**src/rtl/z_tile_scheduler_if.sv**
```systemverilog
// z_tile_scheduler_if
//   Bundles every non-clock signal of the z tile scheduler.
//   slave  : the scheduler side. It takes setup records, drives the z_interpolation datapath,
//            receives its result, and produces the ready/valid result stream.
//   master : the environment side. It supplies records, models the datapath and consumes results.
//   Signal groups:
//     tri_* : setup record handshake, carrying GPUF coefficients and an inclusive bounding box.
//     zi_*  : pixel coordinates and held coefficients sent to the datapath, plus its z result.
//     out_* : interpolated z with its coordinates and end-of-triangle flag (ready/valid).
//     busy  : the scheduler is working or still holds results.
interface z_tile_scheduler_if;
    logic        tri_valid;
    logic        tri_ready;
    logic [26:0] tri_dzdx;
    logic [26:0] tri_dzdy;
    logic [26:0] tri_c;
    logic [4:0]  tri_x_min;
    logic [4:0]  tri_x_max;
    logic [4:0]  tri_y_min;
    logic [4:0]  tri_y_max;

    logic [4:0]  zi_x;
    logic [4:0]  zi_y;
    logic [26:0] zi_dzdx;
    logic [26:0] zi_dzdy;
    logic [26:0] zi_c;
    logic [26:0] zi_z;

    logic        out_valid;
    logic        out_ready;
    logic [26:0] out_z;
    logic [4:0]  out_x;
    logic [4:0]  out_y;
    logic        out_last;
    logic        busy;

    modport slave (
        input  tri_valid, tri_dzdx, tri_dzdy, tri_c,
               tri_x_min, tri_x_max, tri_y_min, tri_y_max,
               zi_z, out_ready,
        output tri_ready, zi_x, zi_y, zi_dzdx, zi_dzdy, zi_c,
               out_valid, out_z, out_x, out_y, out_last, busy
    );

    modport master (
        output tri_valid, tri_dzdx, tri_dzdy, tri_c,
               tri_x_min, tri_x_max, tri_y_min, tri_y_max,
               zi_z, out_ready,
        input  tri_ready, zi_x, zi_y, zi_dzdx, zi_dzdy, zi_c,
               out_valid, out_z, out_x, out_y, out_last, busy
    );
endinterface

```
**src/rtl/z_tile_scheduler.sv**
```systemverilog
// z_tile_scheduler
//   Scans one triangle's bounding box inside a 32x32 tile in row-major order. It issues at
//   most one pixel per cycle to the non-stallable z_interpolation datapath. Each datapath
//   result is paired with its coordinates and queued for a ready/valid consumer. A credit
//   check on the issue path keeps the output FIFO from ever overflowing.
//   Ports:
//     clk : clock, all logic on the rising edge
//     rst : asynchronous active-low reset
//     bus : z_tile_scheduler_if.slave (setup record, datapath link, result stream, busy)
//   Parameters:
//     PIPE_LAT   : number of cycles from the issue decision to the matching zi_z being valid.
//                  The datapath result is therefore captured PIPE_LAT cycles after issue.
//     FIFO_DEPTH : number of output FIFO entries; must be a power of 2 and at least 2.
//                  Full throughput needs FIFO_DEPTH >= PIPE_LAT+1.
module z_tile_scheduler #(
    parameter int PIPE_LAT   = 6,
    parameter int FIFO_DEPTH = 8
) (
    input  logic              clk,
    input  logic              rst,
    z_tile_scheduler_if.slave bus
);
    localparam int AW = $clog2(FIFO_DEPTH);
    localparam int CW = $clog2(PIPE_LAT + FIFO_DEPTH + 1);

    typedef enum logic [1:0] {
        IDLE  = 2'd0,
        SCAN  = 2'd1,
        DRAIN = 2'd2
    } state_t;

    typedef struct packed {
        logic       valid;
        logic [4:0] x;
        logic [4:0] y;
        logic       last;
    } token_t;

    typedef struct packed {
        logic [26:0] z;
        logic [4:0]  x;
        logic [4:0]  y;
        logic        last;
    } entry_t;

    state_t        state;
    state_t        state_nxt;
    logic [4:0]    x_min_q;
    logic [4:0]    x_max_q;
    logic [4:0]    y_max_q;
    logic [4:0]    scan_x;       // next pixel to issue
    logic [4:0]    scan_y;
    logic [CW-1:0] in_flight;
    token_t        line [PIPE_LAT];
    entry_t        fifo_mem [FIFO_DEPTH];
    logic [AW-1:0] wr_ptr;
    logic [AW-1:0] rd_ptr;
    logic [AW:0]   fifo_count;

    logic          accept;
    logic          bbox_empty;
    logic          scan_last;
    logic          issue;
    logic          capture;
    logic          pop;
    logic          fifo_nonempty;
    logic [CW-1:0] credit_used;
    entry_t        head;

    assign bbox_empty    = (bus.tri_x_min > bus.tri_x_max) || (bus.tri_y_min > bus.tri_y_max);
    assign accept        = bus.tri_valid && (state == IDLE);
    assign scan_last     = (scan_x == x_max_q) && (scan_y == y_max_q);
    assign capture       = line[PIPE_LAT-1].valid;
    assign fifo_nonempty = (fifo_count != '0);
    assign pop           = fifo_nonempty && bus.out_ready;

    // Every issued token will land in the FIFO eventually. Therefore in_flight + fifo_count
    // bounds future occupancy. The head leaving this cycle frees its slot in time for the
    // new token, and that freed slot is what allows one issue per cycle in steady state.
    assign credit_used = in_flight + CW'(fifo_count) - CW'(pop);
    assign issue       = (state == SCAN) && (credit_used < CW'(FIFO_DEPTH));

    // ------------------------------------------------------------------ FSM
    always_ff @(posedge clk or negedge rst) begin
        // NOTE: state registers use non-blocking assignment so that every flop samples
        // pre-edge values; a blocking assignment here would create order-dependent races.
        if (!rst) state <= IDLE;
        else      state <= state_nxt;
    end

    always_comb begin
        // NOTE: every output of this block receives a default first. Without that, any path
        // that does not assign a signal would infer a latch.
        state_nxt     = state;
        bus.tri_ready = 1'b0;
        unique case (state)
            IDLE: begin
                bus.tri_ready = 1'b1;
                // An empty box consumes the record and stays here.
                if (bus.tri_valid && !bbox_empty) state_nxt = SCAN;
            end
            SCAN: begin
                if (issue && scan_last) state_nxt = DRAIN;
            end
            DRAIN: begin
                if (in_flight == '0) state_nxt = IDLE;
            end
            default: state_nxt = IDLE;
        endcase
    end

    // ---------------------------------------------- setup record and scan
    // The coefficients change only on a new record. A record is accepted only in IDLE, after
    // the previous triangle's last token has been captured. The datapath can therefore
    // sample zi_c as late as it likes.
    always_ff @(posedge clk or negedge rst) begin
        if (!rst) begin
            x_min_q     <= '0;
            x_max_q     <= '0;
            y_max_q     <= '0;
            scan_x      <= '0;
            scan_y      <= '0;
            bus.zi_x    <= '0;
            bus.zi_y    <= '0;
            bus.zi_dzdx <= '0;
            bus.zi_dzdy <= '0;
            bus.zi_c    <= '0;
        end else if (accept) begin
            x_min_q     <= bus.tri_x_min;
            x_max_q     <= bus.tri_x_max;
            y_max_q     <= bus.tri_y_max;
            scan_x      <= bus.tri_x_min;
            scan_y      <= bus.tri_y_min;
            bus.zi_dzdx <= bus.tri_dzdx;
            bus.zi_dzdy <= bus.tri_dzdy;
            bus.zi_c    <= bus.tri_c;
        end else if (issue) begin
            bus.zi_x <= scan_x;
            bus.zi_y <= scan_y;
            if (scan_x == x_max_q) begin
                scan_x <= x_min_q;
                scan_y <= scan_y + 5'd1;   // wraps harmlessly after the final row
            end else begin
                scan_x <= scan_x + 5'd1;
            end
        end
    end

    // ------------------------------------ token shift line and in_flight
    // This line runs in lock-step with the datapath. A token reaches the last stage in
    // exactly the cycle in which its zi_z is valid. Clearing the line on reset means stale
    // datapath results are never captured.
    always_ff @(posedge clk or negedge rst) begin
        if (!rst) begin
            for (int i = 0; i < PIPE_LAT; i++) line[i] <= '0;
            in_flight <= '0;
        end else begin
            line[0] <= token_t'{valid: issue, x: scan_x, y: scan_y, last: scan_last};
            for (int i = 1; i < PIPE_LAT; i++) line[i] <= line[i-1];
            in_flight <= in_flight + CW'(issue) - CW'(capture);
        end
    end

    // ----------------------------------------------------- output FIFO
    always_ff @(posedge clk or negedge rst) begin
        if (!rst) begin
            wr_ptr     <= '0;
            rd_ptr     <= '0;
            fifo_count <= '0;
        end else begin
            if (capture) wr_ptr <= wr_ptr + AW'(1);
            if (pop)     rd_ptr <= rd_ptr + AW'(1);
            fifo_count <= fifo_count + (AW+1)'(capture) - (AW+1)'(pop);
        end
    end

    // NOTE: the storage array has no reset. Validity is tracked entirely by the pointers
    // and the count, so clearing the data would only add reset fan-out.
    always_ff @(posedge clk) begin
        if (capture) begin
            fifo_mem[wr_ptr] <= entry_t'{z: bus.zi_z, x: line[PIPE_LAT-1].x,
                                         y: line[PIPE_LAT-1].y, last: line[PIPE_LAT-1].last};
        end
    end

    assign head          = fifo_mem[rd_ptr];
    assign bus.out_valid = fifo_nonempty;
    assign bus.out_z     = head.z;
    assign bus.out_x     = head.x;
    assign bus.out_y     = head.y;
    assign bus.out_last  = head.last;
    assign bus.busy      = (state != IDLE) || fifo_nonempty;

endmodule

```
**src/flat_wrapper.sv**
```systemverilog
// flat-port wrapper written by rule: the top's interface ports become plain ports
module z_tile_scheduler_flat 
#(
    parameter int PIPE_LAT   = 6,
    parameter int FIFO_DEPTH = 8
)
  (clk, rst, bus_tri_valid, bus_tri_dzdx, bus_tri_dzdy, bus_tri_c, bus_tri_x_min, bus_tri_x_max, bus_tri_y_min, bus_tri_y_max, bus_zi_z, bus_out_ready, bus_tri_ready, bus_zi_x, bus_zi_y, bus_zi_dzdx, bus_zi_dzdy, bus_zi_c, bus_out_valid, bus_out_z, bus_out_x, bus_out_y, bus_out_last, bus_busy);
  z_tile_scheduler_if bus_i ();
  input  logic clk;
  input  logic rst;
  input wire logic [$bits(bus_i.tri_valid)-1:0] bus_tri_valid;
  input wire logic [$bits(bus_i.tri_dzdx)-1:0] bus_tri_dzdx;
  input wire logic [$bits(bus_i.tri_dzdy)-1:0] bus_tri_dzdy;
  input wire logic [$bits(bus_i.tri_c)-1:0] bus_tri_c;
  input wire logic [$bits(bus_i.tri_x_min)-1:0] bus_tri_x_min;
  input wire logic [$bits(bus_i.tri_x_max)-1:0] bus_tri_x_max;
  input wire logic [$bits(bus_i.tri_y_min)-1:0] bus_tri_y_min;
  input wire logic [$bits(bus_i.tri_y_max)-1:0] bus_tri_y_max;
  input wire logic [$bits(bus_i.zi_z)-1:0] bus_zi_z;
  input wire logic [$bits(bus_i.out_ready)-1:0] bus_out_ready;
  output wire logic [$bits(bus_i.tri_ready)-1:0] bus_tri_ready;
  output wire logic [$bits(bus_i.zi_x)-1:0] bus_zi_x;
  output wire logic [$bits(bus_i.zi_y)-1:0] bus_zi_y;
  output wire logic [$bits(bus_i.zi_dzdx)-1:0] bus_zi_dzdx;
  output wire logic [$bits(bus_i.zi_dzdy)-1:0] bus_zi_dzdy;
  output wire logic [$bits(bus_i.zi_c)-1:0] bus_zi_c;
  output wire logic [$bits(bus_i.out_valid)-1:0] bus_out_valid;
  output wire logic [$bits(bus_i.out_z)-1:0] bus_out_z;
  output wire logic [$bits(bus_i.out_x)-1:0] bus_out_x;
  output wire logic [$bits(bus_i.out_y)-1:0] bus_out_y;
  output wire logic [$bits(bus_i.out_last)-1:0] bus_out_last;
  output wire logic [$bits(bus_i.busy)-1:0] bus_busy;
  assign bus_i.tri_valid = bus_tri_valid;
  assign bus_i.tri_dzdx = bus_tri_dzdx;
  assign bus_i.tri_dzdy = bus_tri_dzdy;
  assign bus_i.tri_c = bus_tri_c;
  assign bus_i.tri_x_min = bus_tri_x_min;
  assign bus_i.tri_x_max = bus_tri_x_max;
  assign bus_i.tri_y_min = bus_tri_y_min;
  assign bus_i.tri_y_max = bus_tri_y_max;
  assign bus_i.zi_z = bus_zi_z;
  assign bus_i.out_ready = bus_out_ready;
  assign bus_tri_ready = bus_i.tri_ready;
  assign bus_zi_x = bus_i.zi_x;
  assign bus_zi_y = bus_i.zi_y;
  assign bus_zi_dzdx = bus_i.zi_dzdx;
  assign bus_zi_dzdy = bus_i.zi_dzdy;
  assign bus_zi_c = bus_i.zi_c;
  assign bus_out_valid = bus_i.out_valid;
  assign bus_out_z = bus_i.out_z;
  assign bus_out_x = bus_i.out_x;
  assign bus_out_y = bus_i.out_y;
  assign bus_out_last = bus_i.out_last;
  assign bus_busy = bus_i.busy;
  z_tile_scheduler #(.PIPE_LAT(PIPE_LAT), .FIFO_DEPTH(FIFO_DEPTH)) u_core (.clk(clk), .rst(rst), .bus(bus_i));
endmodule
```
**config.mk**
```make
export PLATFORM = sky130hd
export DESIGN_NAME = z_tile_scheduler_flat
export DESIGN_NICKNAME = d
export VERILOG_FILES = /design/src/rtl/z_tile_scheduler_if.sv /design/src/rtl/z_tile_scheduler.sv /design/src/flat_wrapper.sv
export SDC_FILE = /design/constraint.sdc
export NUM_CORES = 1
export LEC_CHECK = 0
export CAP_MARGIN = 0
export CORE_MARGIN = 5
export CORE_UTILIZATION = 45
export CTS_BUF_LIST = sky130_fd_sc_hd__clkbuf_4
export DETAILED_ROUTE_END_ITERATION = 6
export PLACE_DENSITY = 0.73
export SETUP_SLACK_MARGIN = 0.5
export SLEW_MARGIN = 20
export SYNTH_ARGS = -nofsm -noshare
export SYNTH_HDL_FRONTEND = slang
export SYNTH_SLANG_ARGS = --single-unit
```
**constraint.sdc**
```tcl
create_clock -name clk -period 3.5 [get_ports clk]
set_clock_uncertainty 0.15 [all_clocks]
set_input_delay 0.525 -clock clk [delete_from_list [all_inputs] [get_ports clk]]
set_output_delay 0.525 -clock clk [all_outputs]
set_load 0.005 [all_outputs]
```
Figure 1. Sequential cells coloured by netlist name (run 1).
Scale bar: 50 um. Other sequential cells in the stronger grey, the rest of the logic in the fainter grey.
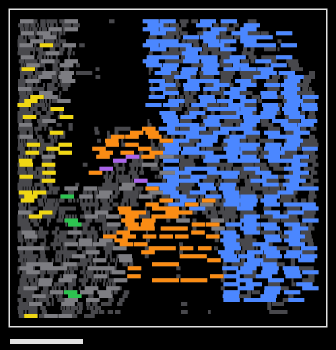
- green: `u_core.x_max_q` (flops 5)
- orange: `u_core.line` (flops 71)
- purple: `u_core.fifo_count` (flops 4)
- yellow: `u_core.bus.zi_c` (flops 27; where left middle)
- blue: `u_core.fifo_mem` (flops 304)
- not coloured: 97
flop share of the area: 56.67%
Core Util, Final: 59.91%
Sequential Power: 0.00646 W

Figure 2. The metal 2 layer (run 1).
Scale bar: 50 um.
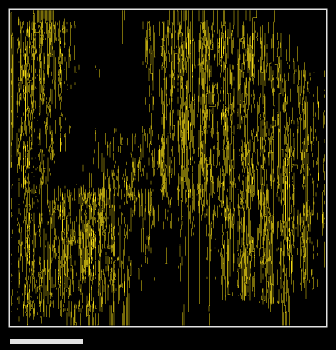
- main direction: vertical
- nets with wire on the layer: 1,508
Routed Wire Length: 41,850 um
via count: 11,190
met2 Use GR: 29.42%

==> impl_metrics.json, run 1 <==
{
  "root_buffer": "clkbuf_4",
  "cp_num_buf_inv": 5,
  "synthAdderAreaFrac_pct": 1.982,
  "r2r_end": "u_core.scan_y[3]$_DFFE_PN0P_",
  "wl_per_cell_um": 18.78,
  "core-area_mm2": 0.04195,
  "topCombFamilyByArea": "multiplexers",
  "cp-start-kind": "flop",
  "rows": 75,
  "yosys.area_share.xor_xnor_pct": 1.372,
  "status": "complete, no violations",
  "gr-usage-all-layers_pct": 18.35,
  "clock_sinks": 508,
  "grt_busiest_layer": "met2",
  "whs_ns": 0.08969,
  "critPathLaunch": "u_core.rd_ptr[0]$_DFFE_PN0P_",
  "crit_chain": "buf_12 -> buf_12 -> buf_16 -> buf_6 -> mux4_2 -> mux2_4 -> buf_6",
  "grt_pass1_vias": 12210,
  "die_w_um": 215.8,
  "slowest_delay_ns": 0.52,
  "final_nets": 1758,
  "finalMaxSlewViolations": 0,
  "powerDensity_mw_per_mm2": 617.0,
  "yosysWarnings": 0,
  "fp_nets": 1337,
  "cp_num_cells": 7,
  "p_leak_nw": 10.16,
  "numCtsBuffers": 133,
  "ys_seq_share_pct": 74.67,
  "grt_max_degree": 84,
  "gp_congestion": 0.8009,
  "clock_path_buffers": 3,
  "fin_crit_sh_pct": 96.01,
  "ir_worst_vdd_v": 0.0002998,
  "cts_tree": "built",
  "p_seq_share_pct": 41.7,
  "post-route-drc-count": 0,
  "comb_power_w": 0.00383,
  "slew_headroom_pct": 51.48
}
Figure 3. M3 wires (run 1).
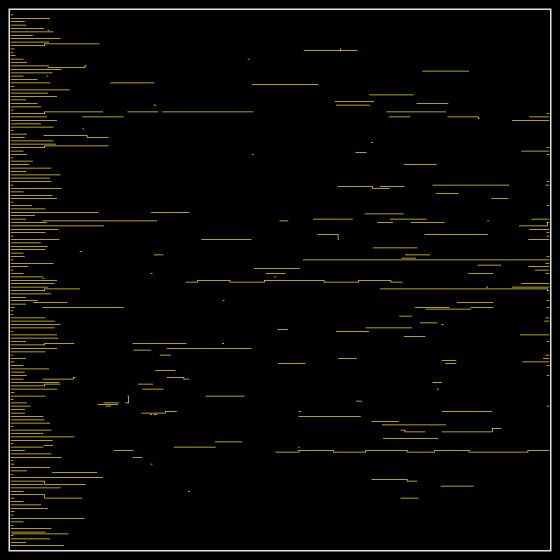
- share of all routed wire: 8.6%
- longest straight run: 98.1 um
- nets with wire on the layer: 246
- main direction: horizontal
met3 Resource Use GR: 7.049%

## run 1: registers in the layout, indices dropped and copies added, names as in the netlist
register and cells:
u_core.bus.zi_dzdx 27, u_core.rd_ptr 3, u_core.fifo_mem 304, u_core.in_flight 4, u_core.bus.zi_x 5, u_core.scan_y 5, u_core.wr_ptr 3, u_core.x_max_q 5
u_core.x_min_q 5, u_core.state 2, u_core.bus.zi_dzdy 27, u_core.bus.zi_c 27, u_core.scan_x 5, u_core.capture 1, u_core.y_max_q 5, u_core.fifo_count 4
u_core.line 71, u_core.bus.zi_y 5
## run 1: cell type report
type / instances / area (um2) / area share (%)
timing repair buffer: 335 / 3643 / 14.50
antenna: 1 / 2.502 / 0.009957
clock inverter: 39 / 324.1 / 1.289
inverter: 35 / 131.4 / 0.5228
multi-input combinational: 584 / 4710 / 18.74
tap: 539 / 674.4 / 2.683
clock buffer: 187 / 1404 / 5.586
sequential: 508 / 14240 / 56.67
## run 1: placed cells by master, fill, tap and decap left out, drive strengths merged, types with 2 or more instances in the layout
master | synthesis | routed
nand2 | 314 | 314
edfxtp | 304 | 304
clkdlybuf4s50 | 0 | 222
dfrtp | 204 | 204
clkbuf | 41 | 197
buf | 8 | 97
mux4 | 76 | 76
mux2 | 40 | 40
inv | 35 | 37
clkinv | 0 | 30
ha | 27 | 27
nand3 | 19 | 19
xnor2 | 18 | 18
o21ai | 16 | 16
nor2 | 16 | 16
xor2 | 11 | 11
a21oi | 9 | 9
bufinv | 0 | 6
o211ai | 5 | 5
nand2b | 4 | 4
o22ai | 4 | 4
nor3 | 4 | 4
nor2b | 2 | 2
a21o | 2 | 2
nand4 | 2 | 2
a211oi | 2 | 2
or4 | 2 | 2
a31oi | 2 | 2
and3 | 2 | 2
fa | 2 | 2
dlygate4sd3 | 0 | 2
dlygate4sd2 | 0 | 2
dlymetal6s2s | 0 | 2
## run 1: synth_stat cells
master / instances
nand2_1: 313
edfxtp_1: 304
dfrtp_1: 204
mux4_2: 76
clkbuf_1: 41
mux2_2: 40
inv_1: 35
ha_1: 27
nand3_1: 19
xnor2_1: 18
nor2_1: 16
o21ai_0: 15
xor2_1: 10
a21oi_1: 9
buf_2: 5
o211ai_1: 5
nand2b_1: 4
nor3_1: 4
o22ai_1: 4
buf_1: 3
a211oi_1: 2
a21o_1: 2
a31oi_1: 2
and3_1: 2
fa_1: 2
nand4_1: 2
nor2b_1: 2
or4_1: 2
and2_1: 1
mux2i_1: 1
nand2_2: 1
o21ai_2: 1
o31ai_1: 1
o32ai_1: 1
or2_2: 1
xor2_2: 1
## run 1: what timing repair did
action                                  in CTS  in global routing
gates cloned                                 4                  1
hold buffers                                 2                  0
resized                                    202                 36
endpoints found under the setup margin      41                 41
pin swaps                                    0                  0
endpoints found under the hold margin      205                  0
buffers inserted                            26                 13
## run 1: per-layer routing
metal,up-vias,wire [um]
li1,5136,-
met1,5585,16940
met2,402,20490
met3,66,3609
met4,2,806
met5,-,7
## run 1: per-stage QoR
stage | cells | setup slack [ns]
after floorplan | 1176 | 0.5308
after global placement | 1955 | 0.3188
final | 2228 | 0.1397
after detailed placement | 1955 | 0.2343
after global routing | 2228 | 0.02405
after CTS | 2213 | 0.03875
==> inputs of run 2 (changes only) <==
--- a/config.mk
+++ b/config.mk
@@ -6,11 +6,11 @@
 export NUM_CORES = 1
 export LEC_CHECK = 0
 export CAP_MARGIN = 0
-export CORE_MARGIN = 5
-export CORE_UTILIZATION = 45
+export CORE_MARGIN = 10
+export CORE_UTILIZATION = 51
 export CTS_BUF_LIST = sky130_fd_sc_hd__clkbuf_4
 export DETAILED_ROUTE_END_ITERATION = 6
-export PLACE_DENSITY = 0.73
+export PLACE_DENSITY = 0.81
 export SETUP_SLACK_MARGIN = 0.5
 export SLEW_MARGIN = 20
 export SYNTH_ARGS = -nofsm -noshare
Figure 4. Track usage over the die (run 2).
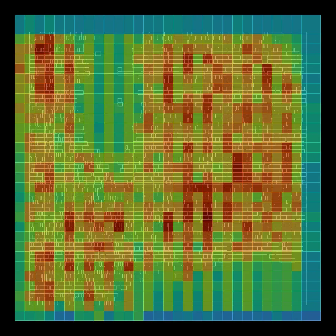
wire per inst: 21.14 um
layer with the highest usage: met2
met3 Resource Use GR: 8.366%
met2 Use GR: 33.77%

Figure 5. Logic cells by family (run 2).
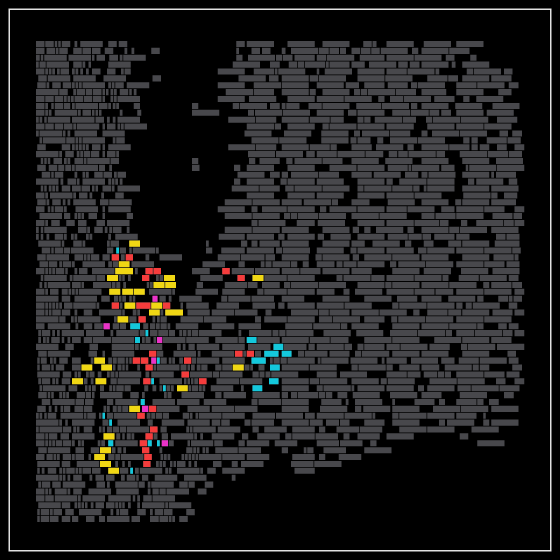
- magenta: and/or cells (cells 6)
- cyan: nor cells (cells 22)
- yellow: fa/ha/maj cells (cells 29; where left middle)
- red: xor and xnor cells (cells 29)
dominant logic cell type in the layout: nand2_1
Non-Filler Instances: 2,136
Comb area share: 19.06%

==> run 2 against run 1 <==
Combinational power down 2%. Power decreased by 4.0%. Register-to-register slack hardly changed. Critical path depth stayed put. Setup slack improved by 0.0058 ns. Highest routed layer unchanged. Final area down 1.6%. Maximum frequency increased by 0.17%. Via count grew 1.3%. Clock power decreased by 11%. Area after synthesis stayed put. Synthesized cell count unchanged. Wire length increased by 7.9%.
==> impl_metrics.json, run 2 <==
{
  "status": "complete, no violations",
  "grt_pass1_vias": 12370,
  "layout_top_cells": "nand2_1 (311), edfxtp_1 (304), clkdlybuf4s50_1 (223)",
  "clock_path_buffers": 3,
  "cts_tree": "built",
  "topCombFamilyByArea": "multiplexers",
  "grt_max_degree": 117,
  "final_nets": 1736,
  "first_iter_violations": 655,
  "r2r_end": "u_core.in_flight[2]$_DFF_PN0_",
  "slowest_delay_ns": 0.53,
  "largest_reg_flops": 304,
  "fp_nets": 1337,
  "ys_seq_elements": 508,
  "finalMaxSlewViolations": 0,
  "cp_num_cells": 7,
  "drt-total-wl_um": 45160,
  "vias": 11340,
  "ys_seq_share_pct": 74.67,
  "clock_sinks": 508,
  "cp_num_buf_inv": 5,
  "async_flop_share_pct": 40.16,
  "numCtsBuffers": 121,
  "crit_chain": "buf_12 -> buf_12 -> buf_16 -> buf_6 -> mux4_2 -> mux2_4 -> buf_6",
  "p_leak_nw": 9.952,
  "slew_headroom_pct": 48.66,
  "whs_ns": 0.09651,
  "synthAdderAreaFrac_pct": 1.982,
  "yosysWarnings": 0,
  "pre_cts_ws_ns": 0.2750,
  "gp_congestion": 0.8190,
  "critical_path.top_delay_family": "multiplexers",
  "core-area_mm2": 0.03679,
  "rows": 70,
  "gr-usage-all-layers_pct": 20.20,
  "synth.most_common_cell": "nand2_1",
  "syn_avg_cell_area_um2": 16.21,
  "largestRegisters": "u_core.fifo_mem (304), u_core.line (71)",
  "ir_worst_vdd_v": 0.0003056,
  "yosys-top-cells-count": "nand2_1 (313), edfxtp_1 (304), dfrtp_1 (204), mux4_2 (76), clkbuf_1 (41)",
  "die_w_um": 213.3,
  "first_pass_iters": 5,
  "fin_crit_sh_pct": 95.84,
  "powerDensity_mw_per_mm2": 601.9,
  "post-route-drc-count": 0,
  "synthFlopType": "edfxtp_1",
  "fill_cells": 2406,
  "edf_count": 304,
  "cp-start-kind": "flop",
  "ys_area_mm2": 0.01906,
  "root_buffer": "clkbuf_4",
  "cp.arrival_ns": 2.68,
  "setup_ws_ns": 0.1455,
  "top_register": "u_core.fifo_mem"
}
-- run 2: logic make-up (layout without fill, tap and decap cells) --
kind of cell    after synthesis  after routing
compound gates               42             42
other cells                   0              1
simple gates                367            367
fa+ha+maj                    29             29
buf+inv                      84            575
flops                       508            508
mux                         117            117
xor+xnor                     29             29
-- run 2: per-stage QoR --
step / instances / utilization [%] / area (um2) / total power (W)
6_report: 2136 / 67.26 / 24740 / 0.01489
3_5_place_dp: 1882 / 61.09 / 22470 / 0.009460
3_3_place_gp: 1882 / 61.09 / 22470 / 0.009401
2_1_floorplan: 1176 / - / 19070 / 0.008236
5_1_grt: 2136 / 67.26 / 24740 / 0.01561
4_1_cts: 2133 / 67.07 / 24670 / 0.01493
-- run 2: worst max-delay path by stage --
stage | startpoint | endpoint
final | u_core.rd_ptr[0]$_DFFE_PN0P_ | bus_out_z[14]
after global routing | u_core.rd_ptr[0]$_DFFE_PN0P_ | bus_out_z[14]
after CTS | u_core.rd_ptr[0]$_DFFE_PN0P_ | bus_out_z[14]
after detailed placement | bus_out_ready | u_core.scan_y[3]$_DFFE_PN0P_
after global placement | bus_out_ready | u_core.in_flight[1]$_DFF_PN0_
after floorplan | u_core.fifo_count[2]$_DFF_PN0_ | u_core.in_flight[2]$_DFF_PN0_
-- run 2: final cells by class --
type / instances / area, um2 / area share, %
antenna: 1 / 2.502 / 0.01011
clock buffer: 166 / 1246 / 5.037
clock inverter: 49 / 265.3 / 1.072
inverter: 35 / 131.4 / 0.5310
multi-input combinational: 584 / 4716 / 19.06
sequential: 508 / 14240 / 57.56
tap: 468 / 585.6 / 2.367
timing repair buffer: 325 / 3553 / 14.36
-- run 2: report_power, final --
| part | switching, W | total (W) | internal (W) | leakage, nW |
|---|---|---|---|---|
| sequential | 0.000116 | 0.00651 | 0.00639 | 5.32 |
| clock | 0.00227 | 0.00462 | 0.00235 | 0.884 |
| combinational | 0.00142 | 0.00377 | 0.00235 | 3.75 |
| total | 0.00380 | 0.0149 | 0.0111 | 9.95 |
-- run 2: worst register-to-register path: stages (launching register included) --
cell and delay [ns]:
dfrtp_1 0.33, inv_1 0.07, ha_1 0.24, nand2_2 0.12, nand3_1 0.10, ha_1 0.29
nand3_1 0.08, o21ai_2 0.23, xor2_2 0.21, nand2_2 0.08, inv_1 0.08, ha_1 0.16
inv_1 0.06, fa_1 0.40, xnor2_1 0.14
-- run 2: repair_timing --
item	CTS	global route
gates resized	216	21
buffers inserted	25	2
endpoints found under the hold margin	96	0
hold buffers	6	0
cloned	5	0
setup endpoints to repair	40	42
pin swaps	0	1
-- run 2: per-layer routing --
metal / vias to the layer above / share of wire [%]
met5: - / 0.060
met4: 4 / 2.1
met3: 71 / 10
met2: 520 / 51
met1: 5640 / 37
li1: 5101 / -
==> inputs of run 3 (changes only) <==
==> constraint.sdc (replaced) <==
create_clock -name clk -period 3.5 [get_ports clk]
set_clock_uncertainty 0.15 [all_clocks]
set_input_delay 0.525 -clock clk [delete_from_list [all_inputs] [get_ports clk]]
set_output_delay 0.525 -clock clk [all_outputs]
set_load 0.05 [all_outputs]
Figure 6. Logic cells by family (run 3).
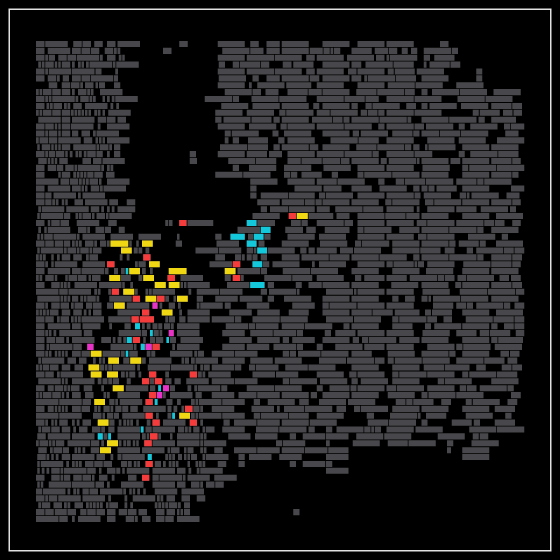
- red: xor and xnor cells (cells 29)
- cyan: nor cells (cells 22)
- yellow: fa/ha/maj cells (cells 29; where left middle)
- magenta: and/or cells (cells 6)
Non-Filler Instances: 2,148
Comb area share: 18.77%

==> run 3 against run 2 <==
Combinational power grew 12%. Die size did not move. Count of clock-buffer cells in the layout is 17 higher. Final cell count rose by 0.56%. Sequential share of layout area is 0.084 points higher. Critical path depth down 1. Register-to-register slack hardly changed. Via count is 0.29% higher.
==> impl_metrics.json, run 3 <==
{
  "status": "complete, no violations",
  "swShare_pct": 29.47,
  "gr-usage-all-layers_pct": 20.51,
  "p_comb_share_pct": 27.2,
  "top_register": "u_core.fifo_mem",
  "intPower_w": 0.01096,
  "p_seq_share_pct": 42.1,
  "p_leak_nw": 9.899,
  "fin_crit_sh_pct": 93.26,
  "wl_per_cell_um": 21.34,
  "clkPwrFrac_pct": 30.7,
  "clock_sinks": 508,
  "root_buffer": "clkbuf_4",
  "placedCellCount": 1879,
  "ys_area_mm2": 0.01906,
  "final_nets": 1738,
  "slew_headroom_pct": 45.57,
  "numCtsBuffers": 121,
  "grt_max_degree": 81,
  "fill_cells": 2425,
  "yosysWarnings": 0,
  "synth.most_common_cell": "nand2_1",
  "whs_ns": 0.08344,
  "rows": 70,
  "clock_path_buffers": 3,
  "syn_inst": 1176,
  "first_iter_violations": 689,
  "powerDensity_mw_per_mm2": 628.8,
  "post-route-drc-count": 0,
  "synthFlopType": "edfxtp_1",
  "cp-start-kind": "flop",
  "ys_seq_share_pct": 74.67,
  "die_w_um": 213.3,
  "power.switching_w": 0.004579,
  "syn_avg_cell_area_um2": 16.21,
  "fin_util_pct": 67.18,
  "finalMaxSlewViolations": 0,
  "largestRegisters": "u_core.fifo_mem (304), u_core.line (71)",
  "cts_tree": "built",
  "ir_worst_vdd_v": 0.0003422,
  "cp.arrival_ns": 2.59,
  "yosys-top-cells-count": "nand2_1 (313), edfxtp_1 (304), dfrtp_1 (204), mux4_2 (76), clkbuf_1 (41)",
  "first_pass_iters": 4
}
Figure 7. M3 wires (run 3).
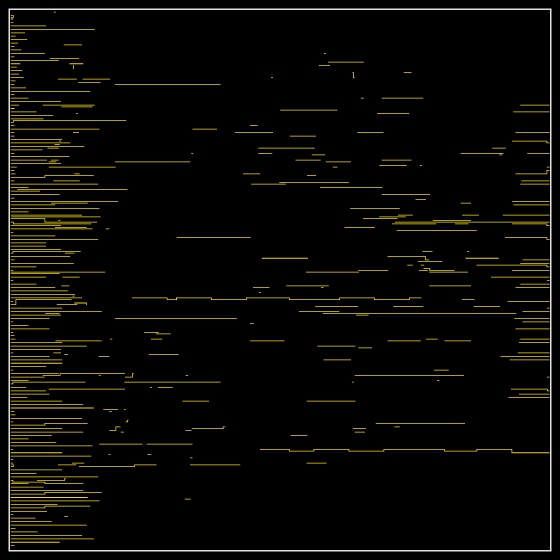
- share of all routed wire: 11%
- longest straight run: 76.1 um
Routed Wire Length: 45,830 um
met3 Resource Use GR: 8.629%
via count: 11,370

[run 3: metal layers]
metal	GRT usage, %	vias to the layer above	wire length (um)
met2	33.52	493	22800
met5	0	-	22
li1	-	5105	-
met1	23.96	5695	17180
met4	7.382	4	1022
met3	8.629	72	4811
[run 3: logic make-up (layout without fill, tap and decap cells)]
group / count (synthesis) / count (layout) / synth area share [%]
adders and majority gates: 29 / 29 / 1.982
buffers and inverters: 84 / 586 / 1.687
other: 0 / 2 / 0
and+or+nand+nor: 367 / 367 / 7.587
muxes: 117 / 117 / 11.39
xor gates and xnor gates: 29 / 29 / 1.372
AOI/OAI and AO/OA: 42 / 42 / 1.313
DFF: 508 / 508 / 74.67
[run 3: per-stage QoR]
stage	power [W]	area (um2)	setup slack [ns]
global route	0.01624	24710	0.1125
global placement	0.01016	22410	0.3165
floorplan	0.009121	19080	0.5109
detailed placement	0.01019	22410	0.2244
finish	0.01554	24710	0.2360
CTS	0.01565	24690	0.1464
[run 3: path summary, 6_finish.rpt]
check	startpoint	end	slack [ns]
min in group asynchronous	rst	u_core.bus.zi_c[17]$_DFFE_PN0P_	0.15
hold / removal	bus_tri_c[21]	u_core.bus.zi_c[21]$_DFFE_PN0P_	0.08
setup / recovery	u_core.rd_ptr[0]$_DFFE_PN0P_	bus_out_z[10]	0.24
max in group asynchronous	rst	u_core.rd_ptr[2]$_DFFE_PN0P_	2.19
hold reg to reg	u_core.line[12]$_DFF_PN0_	u_core.line[0]$_DFF_PN0_	0.15
setup reg to reg	u_core.fifo_count[2]$_DFF_PN0_	u_core.scan_y[3]$_DFFE_PN0P_	0.68
[run 3: area by class of cell]
class                   instances  area (um2)  share of cell area, %
well taps                     468       585.6                  2.369
inverters                      35       131.4                 0.5316
repair buffers                327        3522                  14.25
clock inverters                41       210.2                 0.8506
diodes                          2       5.005                0.02025
multi-input cells             584        4639                  18.77
clock buffers                 183        1374                  5.559
flip-flops and latches        508       14240                  57.64
[run 3: worst max-delay path, stage by stage (launching register included)]
cell	delay, ns
dfrtp_4	0.51
buf_12	0.16
buf_12	0.12
buf_16	0.13
mux4_2	0.42
mux2_4	0.28
buf_8	0.15
[run 3: what timing repair did]
action | CTS | global route
cloned | 5 | 0
gates resized | 142 | 7
hold buffers | 28 | 0
endpoints found under the setup margin | 41 | 41
pin swaps | 0 | 1
buffers inserted | 10 | 0
hold endpoints to repair | 104 | 0
[run 3: power groups by stage]
stage | clock network [W] | registers, W | logic [W]
3_5_place_dp | 0 | 0.00674 | 0.00345
4_1_cts | 0.00489 | 0.00653 | 0.00424
3_3_place_gp | 0 | 0.00674 | 0.00342
5_1_grt | 0.00524 | 0.00653 | 0.00446
2_1_floorplan | 0 | 0.00653 | 0.00259
6_report | 0.00477 | 0.00653 | 0.00423
Power figures rest on the tool's default switching activity, not on a simulated workload.
